**Placed cells, one colour a class**

(10 px per um)
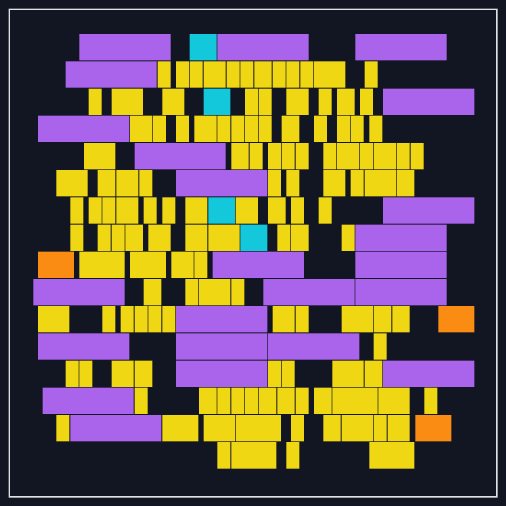
**Metal 3**

(6 px per um)
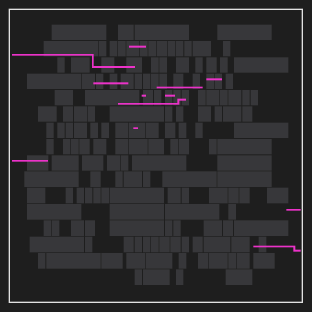
**Where the registers sit**

(8 px per um)
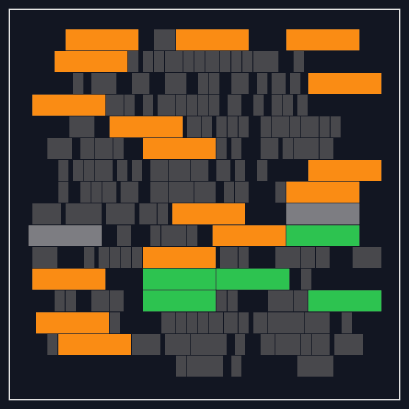
**Drive-strength map**

(8 px per um)
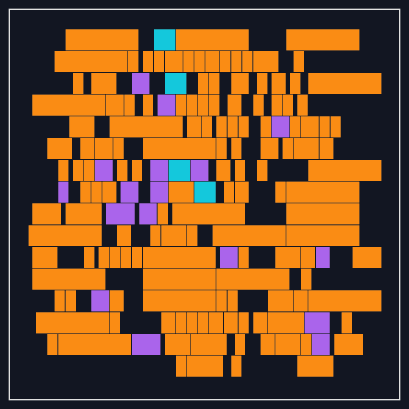
--- config.mk ---
export PLATFORM = sky130hd
export DESIGN_NAME = dcm_24mhz
export DESIGN_NICKNAME = d
export VERILOG_FILES = /design/src/rtl/dcm_24mhz_pkg.sv /design/src/rtl/dcm_24mhz_phase_accum.sv /design/src/rtl/dcm_24mhz.sv
export SDC_FILE = /design/constraint.sdc
export NUM_CORES = 1
export LEC_CHECK = 0
export ABC_AREA = 1
export CAP_MARGIN = 5
export CORE_MARGIN = 2
export CORE_UTILIZATION = 63
export DETAILED_ROUTE_END_ITERATION = 8
export PLACE_DENSITY_LB_ADDON = 0.12
export SETUP_SLACK_MARGIN = 0.15
export SYNTH_ARGS = -nofsm -noshare
export SYNTH_HDL_FRONTEND = slang
export SYNTH_SLANG_ARGS = --single-unit
--- constraint.sdc ---
create_clock -name clk -period 3.5 [get_ports clk]
set_input_delay 0.525 -clock clk [delete_from_list [all_inputs] [get_ports clk]]
set_output_delay 0.525 -clock clk [all_outputs]
set_load 0.02 [all_outputs]
--- src/rtl/dcm_24mhz_pkg.sv ---
// Shared constants and elaboration helpers for the dcm_24mhz clock synthesizer.
// Optional feature macro: DCM_24MHZ_GATE_UNTIL_LOCK_EN (holds the output low until locked).
package dcm_24mhz_pkg;

   localparam int unsigned DEF_CLK_IN_HZ   = 50_000_000;
   localparam int unsigned DEF_CLK_OUT_HZ  = 24_000_000;
   localparam int unsigned DEF_LOCK_CYCLES = 16;
   localparam int unsigned LOCK_CNT_W      = 16;

   typedef enum logic [0:0] {
      LOCK_WAIT = 1'b0,
      LOCK_DONE = 1'b1
   } lock_state_e;

   // Euclid's algorithm, usable as a constant function at elaboration.
   function automatic int unsigned gcd(input int unsigned a, input int unsigned b);
      int unsigned x;
      int unsigned y;
      int unsigned t;
      x = a;
      y = b;
      while (y != 0) begin
         t = x % y;
         x = y;
         y = t;
      end
      return x;
   endfunction

   // Toggles per MOD input cycles: two toggles make one output period.
   function automatic int unsigned calc_inc(input int unsigned in_hz, input int unsigned out_hz);
      return (2 * out_hz) / gcd(2 * out_hz, in_hz);
   endfunction

   // Reduced input-cycle modulus.
   function automatic int unsigned calc_mod(input int unsigned in_hz, input int unsigned out_hz);
      return in_hz / gcd(2 * out_hz, in_hz);
   endfunction

   // Accumulator width; a modulus of 1 still needs one storage bit.
   function automatic int unsigned acc_width(input int unsigned modulus);
      return (modulus <= 1) ? 1 : int'($clog2(modulus));
   endfunction

   localparam int unsigned DEF_INC = calc_inc(DEF_CLK_IN_HZ, DEF_CLK_OUT_HZ);
   localparam int unsigned DEF_MOD = calc_mod(DEF_CLK_IN_HZ, DEF_CLK_OUT_HZ);

endpackage

--- src/rtl/dcm_24mhz_phase_accum.sv ---
// Fractional phase accumulator: pulses tick on each modulus overflow.
module phase_accum
   import dcm_24mhz_pkg::*;
#(
   parameter int unsigned INC = DEF_INC,
   parameter int unsigned MOD = DEF_MOD
) (
   input  logic clk,
   input  logic rst_n,
   input  logic en,
   output logic tick
);

   localparam int unsigned AW = acc_width(MOD);
   localparam int unsigned SW = AW + 1;

   logic [AW-1:0] acc_q;
   logic [AW-1:0] acc_d;
   logic [SW-1:0] sum_c;
   logic          ovf_c;

   // Next accumulator value; overflow is decided on the same edge it is consumed.
   always_comb begin
      sum_c = {1'b0, acc_q} + SW'(INC);
      ovf_c = en && (sum_c >= SW'(MOD));
      acc_d = acc_q;
      if (ovf_c) begin
         acc_d = AW'(sum_c - SW'(MOD));
      end else if (en) begin
         acc_d = AW'(sum_c);
      end
   end

   // Accumulator register.
   always_ff @(posedge clk or negedge rst_n) begin
      if (!rst_n) begin
         acc_q <= '0;
      end else begin
         acc_q <= acc_d;
      end
   end

   assign tick = ovf_c;

endmodule

--- src/rtl/dcm_24mhz.sv ---
// Camera XCLK synthesizer: fractional accumulator drives a single toggle flop.
// Optional feature macro: DCM_24MHZ_GATE_UNTIL_LOCK_EN (accumulator and XCLK held until locked).
module dcm_24mhz
   import dcm_24mhz_pkg::*;
#(
   parameter int unsigned CLK_IN_HZ   = DEF_CLK_IN_HZ,
   parameter int unsigned CLK_OUT_HZ  = DEF_CLK_OUT_HZ,
   parameter int unsigned LOCK_CYCLES = DEF_LOCK_CYCLES
) (
   input  logic clk,
   input  logic rst_n,
   output logic cmos_xclk,
   output logic locked
);

   localparam int unsigned INC = calc_inc(CLK_IN_HZ, CLK_OUT_HZ);
   localparam int unsigned MOD = calc_mod(CLK_IN_HZ, CLK_OUT_HZ);

   // Reject ratios the single toggle flop cannot produce.
   if ((2 * CLK_OUT_HZ) > CLK_IN_HZ) begin : g_bad_ratio
      $error("dcm_24mhz: 2*CLK_OUT_HZ must not exceed CLK_IN_HZ");
   end
   if (CLK_OUT_HZ == 0) begin : g_bad_out
      $error("dcm_24mhz: CLK_OUT_HZ must be non-zero");
   end
   if ((LOCK_CYCLES < 1) || (LOCK_CYCLES > 65535)) begin : g_bad_lock
      $error("dcm_24mhz: LOCK_CYCLES must be in 1..65535");
   end

   lock_state_e           state_q;
   lock_state_e           state_d;
   logic [LOCK_CNT_W-1:0] cnt_q;
   logic [LOCK_CNT_W-1:0] cnt_d;
   logic                  locked_q;
   logic                  xclk_q;
   logic                  accum_en;
   logic                  tick;

`ifdef DCM_24MHZ_GATE_UNTIL_LOCK_EN
   assign accum_en = locked_q;
`else
   assign accum_en = 1'b1;
`endif

   phase_accum #(
      .INC (INC),
      .MOD (MOD)
   ) u_phase_accum (
      .clk   (clk),
      .rst_n (rst_n),
      .en    (accum_en),
      .tick  (tick)
   );

   // Lock state register and counter; locked is registered from the next state.
   always_ff @(posedge clk or negedge rst_n) begin
      if (!rst_n) begin
         state_q  <= LOCK_WAIT;
         cnt_q    <= '0;
         locked_q <= 1'b0;
      end else begin
         state_q  <= state_d;
         cnt_q    <= cnt_d;
         locked_q <= (state_d == LOCK_DONE);
      end
   end

   // Lock next-state: count posedges until LOCK_CYCLES, then stick.
   always_comb begin
      state_d = state_q;
      cnt_d   = cnt_q;
      case (state_q)
         LOCK_WAIT: begin
            cnt_d = cnt_q + LOCK_CNT_W'(1);
            if (cnt_q == LOCK_CNT_W'(LOCK_CYCLES - 1)) begin
               state_d = LOCK_DONE;
            end
         end
         LOCK_DONE: begin
            state_d = LOCK_DONE;
         end
         default: begin
            state_d = LOCK_WAIT;
         end
      endcase
   end

   // XCLK toggle flop, flips on every accumulator overflow.
   always_ff @(posedge clk or negedge rst_n) begin
      if (!rst_n) begin
         xclk_q <= 1'b0;
      end else if (tick) begin
         xclk_q <= ~xclk_q;
      end
   end

   assign cmos_xclk = xclk_q;
   assign locked    = locked_q;

endmodule

==> run notes <==
Implementation run completed; key figures follow.

Synthesis:
- The run puts the number of instances in the synthesized netlist at 153.
- The run puts the total cells reported by yosys after synthesis at 153.
- The run puts the number of enable-type register cells in the synthesized netlist at 0.
- The run puts the post-synthesis net count at 160.
- The synthesis report gives the async set-or-reset register share as 1.00.
- Per the post-synthesis stats, the area per cell is 8.19 um^2.
- For reference, the top cells by area after synthesis are sky130_fd_sc_hd__dfrtp_1 (46%), sky130_fd_sc_hd__nand2_1 (12%), sky130_fd_sc_hd__inv_1 (7.8%).
- sky130_fd_sc_hd__dfrtp_1 takes more of the synthesized area than any other cell.

Worst setup path:
- The cell family contributing the most delay on the critical path is buffers and inverters.
- The run gives the cell with the largest stage delay on the worst path as sky130_fd_sc_hd__clkdlybuf4s50_1.
- The run gives the critical path data arrival time as 1.45 ns.
- The endpoint identified for the worst register-to-register timing path is u_phase_accum.acc_q[2].
- The run puts the total buffers and inverters traversed by the critical path at 1.
- STA classifies the critical path startpoint as a register.
- The critical path goes through clkdlybuf4s50_1.
- The run gives the data required time of the critical path as 2.97 ns.
- The run gives the kind of critical path as register to primary output.
- The run gives the start point of the critical path as locked.
- STA lists the startpoint of the worst register-to-register path as u_phase_accum.acc_q[0].
- Logic depth along the worst register-to-register path is recorded as 8.

STA:
- The run gives the timing-limited maximum frequency as 0.505 GHz.
- The run puts the time the worst path needs with I/O delays and setup at 1.98 ns.
- The run puts the setup-violating endpoint count in the final report at 0.
- The run gives the slew at the pin closest to its max-slew limit as 0.980 ns.
- The run puts the setup TNS at 0 ns.

Place:
- The count of buffers added on input and output ports is 3.
- The HPWL after detailed placement is 1.60 mm.
- The run puts the final weighted congestion in routability-driven placement at 0.828.

Detailed routing:
- The run gives the wire length per cell as 11.2 um.
- The run puts the residual antenna-violating net count after detailed routing at 0.

Pwr:
- The run gives the combinational fraction of design power as 0.015.
- Total power for the finished layout comes to 394 uW.
- The run gives the share of total power consumed by net switching as 0.212.
- The run gives the maximum VDD drop as 276 uV.
- Per the summary, power density relative to cell area is 292 nW/um^2.

Clock tree:
- The run puts the buffers inserted during post-CTS setup optimization at 0.
- The run puts the count of cells resized by post-cts repair at 0.
- The run gives the CTS tree as done.
- The run gives the maximum clock path buffer count as 2.
- Per the CTS log, the root buffer master is sky130_fd_sc_hd__clkbuf_4.

Min path:
- The run gives the class of the most critical hold timing path as register to register.

Status:
- The run finished with clean final reports.

Finish:
- The run gives the layout filler cell count as 171.
- The run gives the antenna cell count as 0.

Floorplan:
- In the floorplan report the effective utilization is 0.652.

GRT:
- The run gives the initial antenna violation count as 0.

Run:
- The number of warnings reported in the stage logs is 28.
## Picture notes: 'placed cells, one colour a class'
registers: shown in purple, cells 23. remaining logic cells: shown in yellow, cells 130. remaining buffers and delay cells: shown in orange, cells 3. clock drivers and dummy loads: shown in cyan, cells 4.
cell row count: 16
fin area: 1350 um^2
core box area: 1920 um^2
sequential cell area share: 0.427
utilization after layout: 0.701

## Picture notes: 'metal 3'
The wires run mostly horizontal. The layer carries 69.6 um of wire.
aggregate routed wire length: 2.09 mm
met3 track demand over resource in global routing: 0.0309

## Picture notes: 'where the registers sit'
`cnt_q`: shown in orange, placed flops 16, where widely spread. `u_phase_accum.acc_q`: shown in green, placed flops 5.
Another 2 sequential cells are not coloured.
Seq. cell area: 576 um^2
sequential group power: 266 uW

## Picture notes: 'drive-strength map'
x3 and x4: shown in cyan, cells 4, share 2.5%, most used clkbuf_4. x1 and smaller: shown in orange, cells 139, share 87%, most used nand2_1. x2: shown in purple, cells 17, share 11%, most used nor2_2.
final setup margin: 1.52 ns
Layout Area Growth over Synthesis: 7.48%
buffer count excluding the clock tree in the final layout: 3

routing by layer:
layer	wire [um]	GRT usage	share of wire
met5	0	0	0
met4	18	0.0619	0.0086
met3	69	0.0309	0.033
met2	1020	0.363	0.49
met1	982	0.298	0.47
state kept, by name, indices dropped and copies added (netlist names):
signal               cells
cnt_q                   16
u_phase_accum.acc_q      5
cmos_xclk                1
locked                   1
power groups by stage:
| stage | clock network, uW | logic (uW) | registers, uW |
|---|---|---|---|
| finish | 122 | 5.74 | 266 |
| global route | 139 | 7.33 | 266 |
| CTS | 128 | 6.17 | 266 |
| detailed placement | 0 | 6.17 | 271 |
| global placement | 0 | 6.27 | 271 |
| floorplan | 0 | 0.000305 | 271 |
per-stage QoR:
| stage | cells | worst slack [ns] | util |
|---|---|---|---|
| floorplan | 153 | 2.20 | - |
| global placement | 183 | 1.72 | 0.686 |
| detailed placement | 183 | 1.73 | 0.686 |
| CTS | 187 | 1.48 | 0.701 |
| global route | 187 | 1.46 | 0.701 |
| finish | 187 | 1.52 | 0.701 |
kinds of logic after synthesis:
logic type,share of synthesized area
and+or+nand+nor,0.291
buffers and inverters,0.0848
xor gates and xnor gates,0.0838
adders and majority gates,0.0499
DFF,0.459
AOI/OAI and AO/OA,0.0309
layout by cell type (no fill, tap or decap), drive strengths merged, types with 2 or more instances in the layout:
master,n
inv,27
nand2,42
ha,5
clkdlybuf4s50,3
nand3,12
clkbuf,3
xnor2,4
xor2,8
nor3,2
nand4,5
dfrtp,23
nor2,15
o21ai,6
final cells by class:
type                            count  share of cell area
Inverter                           28              0.0789
Tap cell                           27              0.0251
Clock buffer                        3              0.0167
Multi-Input combinational cell    102               0.424
Clock inverter                      1             0.00557
Timing Repair Buffer                3              0.0223
Sequential cell                    23               0.427
No activity file was given, so power comes from the tool's default toggle rates.
